[src/rtl/spi_pkg.sv]
// Shared types and limits for the SPI shift engine.
package spi_pkg;

    typedef enum logic {
        IDLE   = 1'b0,
        ACTIVE = 1'b1
    } spi_state_e;

    localparam int SPI_WIDTH_DEFAULT = 8;
    localparam int SPI_WIDTH_MAX     = 32;

endpackage

[src/rtl/spi_bit_cnt.sv]
// Bit counter for one SPI word: clear, increment and terminal-count at WIDTH-1.
module spi_bit_cnt #(
    parameter  int WIDTH = 8,
    localparam int CNT_W = $clog2(WIDTH + 1)
) (
    input  logic clk,
    input  logic rst_n,
    input  logic clr,
    input  logic inc,
    output logic tc
);

    logic [CNT_W-1:0] bit_cnt;

    always_ff @(posedge clk or negedge rst_n) begin
        if (!rst_n)
            bit_cnt <= '0;
        else if (clr)
            bit_cnt <= '0;
        else if (inc)
            bit_cnt <= bit_cnt + 1'b1;
    end

    assign tc = (bit_cnt == CNT_W'(WIDTH - 1));

endmodule

[src/rtl/spi_shift_duplex.sv]
// Full-duplex SPI shift engine: loads a WIDTH-bit word, shifts it out while capturing s_in.
// Optional LSB-first support is enabled by defining SPI_SHIFT_LSB_FIRST_EN.
module spi_shift_duplex
    import spi_pkg::*;
#(
    parameter int WIDTH = SPI_WIDTH_DEFAULT
) (
    input  logic             clk,
    input  logic             rst_n,
    input  logic             load,
    input  logic [WIDTH-1:0] data_in,
    input  logic             shift_en,
    input  logic             sample_en,
`ifdef SPI_SHIFT_LSB_FIRST_EN
    input  logic             lsb_first,
`endif
    input  logic             s_in,
    output logic             s_out,
    output logic             busy,
    output logic             done,
    output logic [WIDTH-1:0] rx_data
);

    spi_state_e       state, state_nx;
    logic [WIDTH-1:0] tx_reg, rx_shift;
    logic [WIDTH-1:0] tx_shifted, rx_sampled;
    logic             tc, lsb_sel;
    logic             accept, complete, do_shift, do_sample;

`ifdef SPI_SHIFT_LSB_FIRST_EN
    logic lsb_q;

    always_ff @(posedge clk or negedge rst_n) begin
        if (!rst_n)
            lsb_q <= 1'b0;
        else if (accept)
            lsb_q <= lsb_first;
    end

    assign lsb_sel = lsb_q;
`else
    assign lsb_sel = 1'b0;
`endif

    spi_bit_cnt #(.WIDTH(WIDTH)) u_bit_cnt (
        .clk   (clk),
        .rst_n (rst_n),
        .clr   (accept | complete),
        .inc   (do_sample),
        .tc    (tc)
    );

    always_ff @(posedge clk or negedge rst_n) begin
        if (!rst_n)
            state <= IDLE;
        else
            state <= state_nx;
    end

    always_comb begin
        state_nx = state;
        case (state)
            IDLE:    if (load) state_nx = ACTIVE;
            ACTIVE:  if (sample_en && tc) state_nx = IDLE;
            default: state_nx = IDLE;
        endcase
    end

    // The completing sample wins over a coincident shift: tx_reg is cleared instead.
    always_comb begin
        busy      = (state == ACTIVE);
        accept    = (state == IDLE) && load;
        complete  = (state == ACTIVE) && sample_en && tc;
        do_shift  = (state == ACTIVE) && shift_en && !complete;
        do_sample = (state == ACTIVE) && sample_en;
    end

    always_comb begin
        if (lsb_sel) begin
            tx_shifted = tx_reg >> 1;
            rx_sampled = {s_in, rx_shift[WIDTH-1:1]};
        end else begin
            tx_shifted = {tx_reg[WIDTH-2:0], 1'b0};
            rx_sampled = {rx_shift[WIDTH-2:0], s_in};
        end
    end

    always_ff @(posedge clk or negedge rst_n) begin
        if (!rst_n) begin
            tx_reg   <= '0;
            rx_shift <= '0;
            rx_data  <= '0;
            done     <= 1'b0;
        end else begin
            done <= complete;
            if (accept) begin
                tx_reg   <= data_in;
                rx_shift <= '0;
            end else if (complete) begin
                tx_reg  <= '0;
                rx_data <= rx_sampled;
            end else begin
                if (do_shift)  tx_reg   <= tx_shifted;
                if (do_sample) rx_shift <= rx_sampled;
            end
        end
    end

    assign s_out = lsb_sel ? tx_reg[0] : tx_reg[WIDTH-1];

endmodule

[config.mk]
export PLATFORM = sky130hd
export DESIGN_NAME = spi_shift_duplex
export DESIGN_NICKNAME = d
export VERILOG_FILES = /design/src/rtl/spi_pkg.sv /design/src/rtl/spi_bit_cnt.sv /design/src/rtl/spi_shift_duplex.sv
export SDC_FILE = /design/constraint.sdc
export NUM_CORES = 1
export LEC_CHECK = 0
export CAP_MARGIN = 20
export CELL_PAD_IN_SITES_DETAIL_PLACEMENT = 0
export CELL_PAD_IN_SITES_GLOBAL_PLACEMENT = 1
export CORE_MARGIN = 2
export CORE_UTILIZATION = 43
export CTS_CLUSTER_SIZE = 14
export DETAILED_ROUTE_END_ITERATION = 10
export GPL_TIMING_DRIVEN = 0
export PLACE_DENSITY = 0.91
export SYNTH_ARGS = -nofsm -noshare
export SYNTH_HDL_FRONTEND = slang
export SYNTH_SLANG_ARGS = --single-unit
[constraint.sdc]
create_clock -name clk -period 2.65 [get_ports clk]
set_input_delay 0.3975 -clock clk [delete_from_list [all_inputs] [get_ports clk]]
set_output_delay 0.3975 -clock clk [all_outputs]
set_load 0.01 [all_outputs]
### Gate-type map, run 1

Scale: 8 px per um.
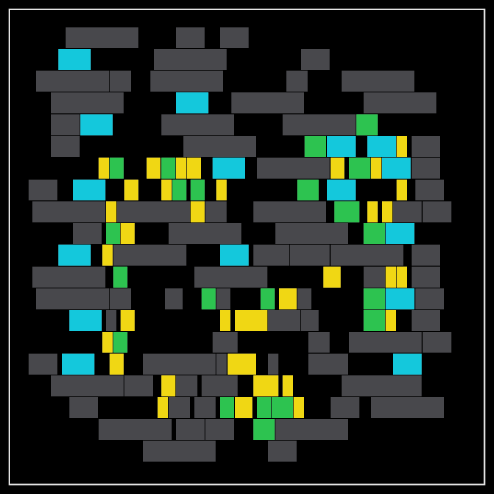
color	family	cells
yellow	nand cells	34
cyan	mux cells	16
green	aoi and oai cells	21
dominant logic cell type in the layout: dfrtp_1
multi-input gate share of total cell area: 31.8%

### Zoomed window, run 1

Region (15, 26) to (45, 56) um. Cells in gray, sequential cells in the stronger gray; small squares are vias.
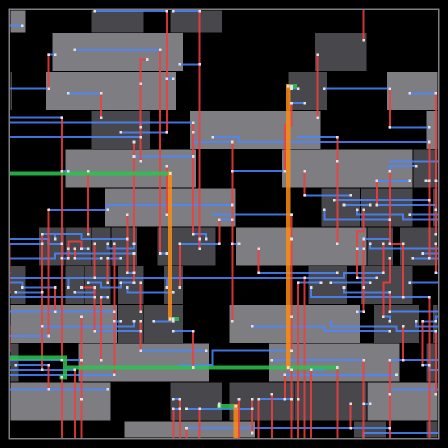
color	layer
green	M3
orange	M4
blue	M1
red	M2
most frequent	dfrtp_1 (13), nand3_1 (5), o31ai_1 (4)
cells with their middle in the window	41
sequential cells in the window	13
netlist names of flops here include	rx_shift (5), tx_reg (4), rx_data (2)

### Wiring by layer, run 1

Scale: 6 px per um. Two of the layers only.
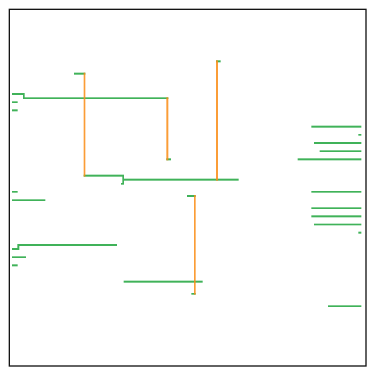
color	layer	wire length
orange	M4	63.2 um
green	M3	168 um

==> flow_metrics.tcl, run 1 <==
# implementation run metrics
set metrics [dict create \
    first_global_vias 1033 \
    crit_buf_inv 1 \
    yosys_warnings 0 \
    vias 982 \
    cts_resized 0 \
    die_h_um 59.2 \
    path_delay_family "buffers and inverters" \
    coreArea_um2 2980 \
    clkSinkCount 29 \
    critical_path_depth 1 \
    post_drt_wl_per_cell_um 14.7 \
    required_ns 2.25 \
    tap_cells 33 \
    final.min_clock_period_ns 1.68 \
    adder_share_pct 0.954 \
    start_kind "flop" \
    cp_cell_sequence "clkdlybuf4s50_1" \
    place_area_um2 1620 \
    setup_ws_ns 0.973 \
    io_buffers 24 \
    grt_overflow 0 \
    common_cells "dfrtp_1, nand2_1, o21ai_0" \
    synthTopCellsByArea "dfrtp_1, mux2_2, mux2i_1" \
    via_per_inst 5.46 \
    worstSetupEndpointType "primary output" \
    track_usage_pct 19.0 \
    syn-cell-area_um2 1310 \
    r2r-start "u_bit_cnt.bit_cnt[0]$_DFFE_PN0P_" \
    power_leader "sequential cells" \
    clk_path_buf_depth 2 \
    warnings 26 \
    setup_violations 0 \
    ys_ff 29 \
    fillers 272 \
    tightest_slew_ns 0.710 \
    use_met3_pct 5.24 \
    powerClk_uw 274 \
    placed_cells 173 \
    clk_pin_slew_ns 0.09 \
    drc_errors 0 \
    switching_power_uw 481 \
    comb_cells 80 \
    relSlewSlack_pct 52.5 \
    worstPathMaxFanout 4 \
    sh_seq_area_pct 43.3 \
    tns_ns 0 \
    cts_tree "done" \
    drive_above_1_share_pct 19.0 \
    top_area_cell "dfrtp_1" \
    arrival_ns 1.28 \
    clkCellAreaFrac_pct 3.29 \
    fp.dieW_um 59.2 \
    yosysUniqueCellTypes 28 \
    r2r-end "rx_data[7]$_DFFE_PN0P_" \
    power.share.sequential_pct 48.8 \
    finalHoldViolCount 0 \
    crit_start "busy$_DFF_PN0_" \
    ant_nets 0 \
    largestClassByArea "registers" \
    r2r_cells 5 \
    mux_area_share_pct 13.0 \
    clock-skew-final_ns 0.00558 \
    insertion_delay_ns 0.33 \
    top_usage_layer "met2" \
    diodes 0 \
    seq_cell_power_uw 729 \
    cap_violations 0 \
    mostFrequentLayoutCells "dfrtp_1, clkdlybuf4s50_1, nand2_1" \
    fp-utilization_pct 44.0 \
    fp-row-count 20 \
    r2r_slack_ns 1.03 \
    irDropWorstVdd_mv 0.461 \
    buffer_area_share_pct 19.1 \
    edf_count 0 \
    flops 29 \
    p_per_area_nw_per_um2 892 \
    grt_pass1_wl_um 4750 \
    ctsHoldBuffers 0 \
    path_class "flop to primary output" \
    seq_area_um2 726 \
    finalMaxSlewViolations 0 \
    grt_max_degree 18 \
    rsz0062_at_grt "no" \
    numCtsBuffers 5 \
    yosys_cells 115 \
    intPower_uw 1010 \
    top_area_share_pct 55.3 \
    hpwl_um 1850 \
    place_ws_ns 0.661 \
    use_met2_pct 28.3 \
    logic_family "simple AND/OR/NAND/NOR gates" \
    async_reset_ff_share_pct 100 \
    root_buffer "clkbuf_4" \
    place.gp.congestion 0.798 \
    stdcell_area_um2 1680 \
    synth-simple-area-share_pct 16.7 \
    h-tree-depth 2 \
    xor_area_share_pct 0 \
    routedLengthMet1_um 1200 \
    syn_area_per_cell_um2 11.4 \
    p_sw_share_pct 32.2 \
    yosysMostFrequentCell "dfrtp_1" \
    hold_slack_ns 0.486 \
    instances_no_fill 180 \
    yosysSeqAreaShare_pct 55.3 \
    dieArea_um2 3510 \
    met3WireLength_um 168 \
    fmax_ghz 0.596 \
    logic_area_um2 533 \
    syn_nets 130 \
    finalClockPeriodUsage_pct 63.3 \
    power_frac_comb_pct 32.9 \
    routed.top_layer "met4" \
    hold_path.class "input port to async pin" \
    synth-compound-area-share_pct 10.0 \
    outcome "completed" \
    num-nets-final 162 \
    drt_iter0_markers 32 \
    comb-power_uw 491 \
    drt_first_pass_iters 4 \
    cp_slowest_cell "clkdlybuf4s50_1" \
    top_level_ports 25 \
    final_util_pct 56.3 \
    post_cts_buffers 0 \
    num-nonclk-buffers 31 \
    p_total_uw 1490 \
    critical-path-max-stage-delay_ns 0.55 \
    synthFlopType "dfrtp_1" \
    met1_usage_pct 24.4 \
    grt_antenna_before_repair 0 \
    syn_to_final_growth_pct 27.8 \
    leakage_uw 0.000748 \
]
### M1 wires, run 1

Scale: 6 px per um. Supply wires on this layer in gray.
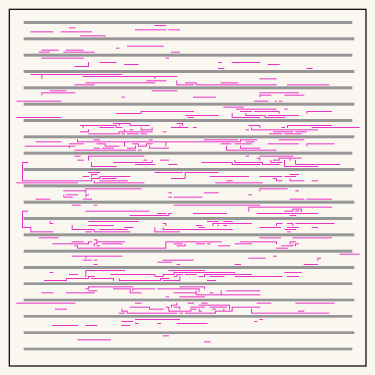

==> run 2, diff against run 1 <==
--- a/config.mk
+++ b/config.mk
@@ -9,11 +9,11 @@
 export CELL_PAD_IN_SITES_DETAIL_PLACEMENT = 0
 export CELL_PAD_IN_SITES_GLOBAL_PLACEMENT = 1
 export CORE_MARGIN = 2
-export CORE_UTILIZATION = 43
+export CORE_UTILIZATION = 40
 export CTS_CLUSTER_SIZE = 14
 export DETAILED_ROUTE_END_ITERATION = 10
 export GPL_TIMING_DRIVEN = 0
-export PLACE_DENSITY = 0.91
+export PLACE_DENSITY = 0.86
 export SYNTH_ARGS = -nofsm -noshare
 export SYNTH_HDL_FRONTEND = slang
 export SYNTH_SLANG_ARGS = --single-unit
==> constraint.sdc (replaced) <==
create_clock -name clk -period 1.7 [get_ports clk]
set_input_delay 0.255 -clock clk [delete_from_list [all_inputs] [get_ports clk]]
set_output_delay 0.255 -clock clk [all_outputs]
set_load 0.01 [all_outputs]
### M1 wires, run 2

Scale: 6 px per um. Supply wires on this layer in gray.
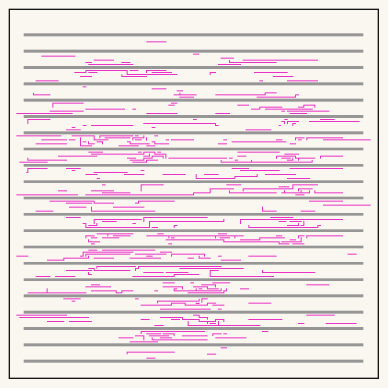
main direction	horizontal
nets with wire on the layer	141
longest straight run	17.9 um
met1 usage: 22.4%
WL final: 2630 um
via count: 960

==> flow_metrics.tcl, run 2 <==
# implementation run metrics
set metrics [dict create \
    fmax_ghz 0.630 \
    post_cts_buffers 0 \
    power_frac_comb_pct 32.0 \
    crit_buf_inv 1 \
    relSlewSlack_pct 63.8 \
    clk_pin_slew_ns 0.09 \
    synthFlopType "dfrtp_1" \
    ys_ff 29 \
    seq_cell_power_uw 1140 \
    finalClockPeriodUsage_pct 93.4 \
    yosys_warnings 0 \
    clkCellAreaFrac_pct 4.11 \
    largestClassByArea "registers" \
    buffer_area_share_pct 18.8 \
    met3WireLength_um 159 \
    fillers 294 \
    drt_first_pass_iters 4 \
    r2r-start "u_bit_cnt.bit_cnt[0]$_DFFE_PN0P_" \
    tap_cells 44 \
    outcome "completed" \
    numCtsBuffers 5 \
    crit_start "u_bit_cnt.bit_cnt[0]$_DFFE_PN0P_" \
    sh_seq_area_pct 42.6 \
    logic_family "simple AND/OR/NAND/NOR gates" \
    setup_violations 0 \
    synthTopCellsByArea "dfrtp_1, mux2_2, mux2i_1" \
    drive_above_1_share_pct 20.9 \
    p_per_area_nw_per_um2 1400 \
    cap_violations 0 \
    dieArea_um2 3750 \
    cts_tree "done" \
    instances_no_fill 192 \
    syn_area_per_cell_um2 11.4 \
    path_class "flop to flop" \
    use_met3_pct 6.30 \
    num-nonclk-buffers 31 \
    intPower_uw 1630 \
    final_util_pct 55.4 \
    critical-path-max-stage-delay_ns 0.41 \
    finalHoldViolCount 0 \
    ant_nets 0 \
    coreArea_um2 3080 \
    yosysSeqAreaShare_pct 55.3 \
    comb-power_uw 766 \
    fp.dieW_um 61.3 \
    grt_pass1_wl_um 4710 \
    arrival_ns 1.80 \
    synth-simple-area-share_pct 16.7 \
    syn-cell-area_um2 1310 \
    r2r-end "rx_data[7]$_DFFE_PN0P_" \
    async_reset_ff_share_pct 100 \
    warnings 26 \
    edf_count 0 \
    synth-compound-area-share_pct 10.0 \
    track_usage_pct 17.5 \
    r2r_slack_ns 0.11 \
    place.gp.congestion 0.797 \
    place_ws_ns -0.151 \
    worstPathMaxFanout 10 \
    num-nets-final 162 \
    leakage_uw 0.000756 \
    hold_slack_ns 0.277 \
    grt_max_degree 21 \
    power.share.sequential_pct 47.9 \
    use_met2_pct 28.4 \
    clkSinkCount 29 \
    routed.top_layer "met4" \
    syn_nets 130 \
]
==> run 3, diff against run 2 <==
--- a/config.mk
+++ b/config.mk
@@ -13,6 +13,7 @@
 export CTS_CLUSTER_SIZE = 14
 export DETAILED_ROUTE_END_ITERATION = 10
 export GPL_TIMING_DRIVEN = 0
+export HOLD_SLACK_MARGIN = 0.05
 export PLACE_DENSITY = 0.86
 export SYNTH_ARGS = -nofsm -noshare
 export SYNTH_HDL_FRONTEND = slang
### M1 wires, run 3

Scale: 6 px per um. Supply wires on this layer in gray.
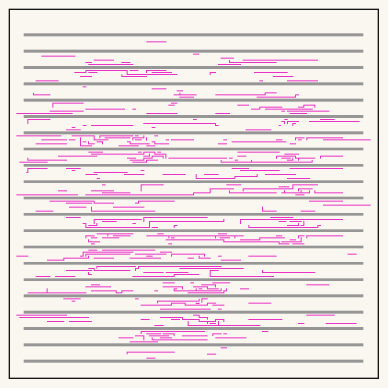
share of all routed wire	47%
nets with wire on the layer	141
wire length on this layer	1230 um
main direction	horizontal
longest straight run	17.9 um

==> flow_metrics.tcl, run 3 <==
# implementation run metrics
set metrics [dict create \
    synth-simple-area-share_pct 16.7 \
    p_per_area_nw_per_um2 1400 \
    place_area_um2 1630 \
    finalClockPeriodUsage_pct 93.4 \
    placed_cells 184 \
    num-nonclk-buffers 31 \
    syn-cell-area_um2 1310 \
    critical_path_depth 5 \
    crit_buf_inv 1 \
    comb_area_share_pct 31.3 \
    flops 29 \
    clk_path_buf_depth 2 \
    r2r-end "rx_data[7]$_DFFE_PN0P_" \
    synthTopCellsByArea "dfrtp_1, mux2_2, mux2i_1" \
    seq_area_um2 727 \
    clk_pin_slew_ns 0.09 \
    cts_tree "done" \
    fp-row-count 20 \
    cp_slowest_cell "dfrtp_2" \
    worstPathMaxFanout 10 \
    p_total_uw 2390 \
    worstSetupEndpointType "flop" \
    outcome "completed" \
    comb-power_uw 766 \
    cap_violations 0 \
    logic_family "simple AND/OR/NAND/NOR gates" \
    finalHoldViolCount 0 \
    tightest_slew_ns 0.541 \
    cts_resized 0 \
    r2r-start "u_bit_cnt.bit_cnt[0]$_DFFE_PN0P_" \
    vias 960 \
    dieArea_um2 3750 \
    warnings 26 \
    post_cts_buffers 0 \
    largestClassByArea "registers" \
    yosys_cells 115 \
    grt_overflow 0 \
    ys_ff 29 \
    grt_antenna_before_repair 0 \
    routedLengthMet1_um 1230 \
    cp_cell_sequence "ha_1 > nand3_2 > nor3b_2 > buf_6 > mux2_2" \
    yosys_warnings 0 \
    fillers 294 \
    required_ns 1.91 \
    grt_pass1_wl_um 4710 \
    post_drt_wl_per_cell_um 13.7 \
    path_delay_family "flip-flops" \
    instances_no_fill 192 \
    hold_slack_ns 0.277 \
    logic_area_um2 533 \
    finalWirelength_um 2630 \
    top_usage_layer "met2" \
    stdcell_area_um2 1710 \
    io_buffers 24 \
    switching_power_uw 762 \
    setup_ws_ns 0.112 \
    fp.dieW_um 61.3 \
    power_leader "sequential cells" \
    track_usage_pct 17.5 \
    irDropWorstVdd_mv 0.743 \
    use_met2_pct 28.4 \
    fp-utilization_pct 42.6 \
    common_cells "dfrtp_1, nand2_1, o21ai_0" \
    top_area_cell "dfrtp_1" \
    power.share.sequential_pct 47.9 \
    use_met3_pct 6.30 \
    yosysSeqAreaShare_pct 55.3 \
    drt_iter0_markers 33 \
    r2r_cells 5 \
    final_util_pct 55.4 \
    r2r_slack_ns 0.11 \
    relSlewSlack_pct 63.8 \
    synth-compound-area-share_pct 10.0 \
    via_per_inst 5.00 \
    ctsHoldBuffers 0 \
    met1_usage_pct 22.4 \
    edf_count 0 \
    place.gp.congestion 0.797 \
    top_level_ports 25 \
    ant_nets 0 \
    root_buffer "clkbuf_4" \
    coreArea_um2 3080 \
    power_frac_comb_pct 32.0 \
    insertion_delay_ns 0.32 \
    sh_seq_area_pct 42.6 \
    arrival_ns 1.80 \
    rsz0062_at_grt "no" \
    numCtsBuffers 5 \
    fmax_ghz 0.630 \
    buffer_area_share_pct 18.8 \
    yosysMostFrequentCell "dfrtp_1" \
    num-nets-final 162 \
    seq_cell_power_uw 1140 \
    intPower_uw 1630 \
    met3WireLength_um 159 \
    tns_ns 0 \
    drc_errors 0 \
    final.min_clock_period_ns 1.59 \
    comb_cells 80 \
    syn_nets 130 \
    place_ws_ns -0.151 \
    mostFrequentLayoutCells "dfrtp_1, clkdlybuf4s50_1, nand2_1" \
    syn_area_per_cell_um2 11.4 \
    first_global_vias 1029 \
    h-tree-depth 2 \
    grt_max_degree 21 \
    path_class "flop to flop" \
    clkSinkCount 29 \
]
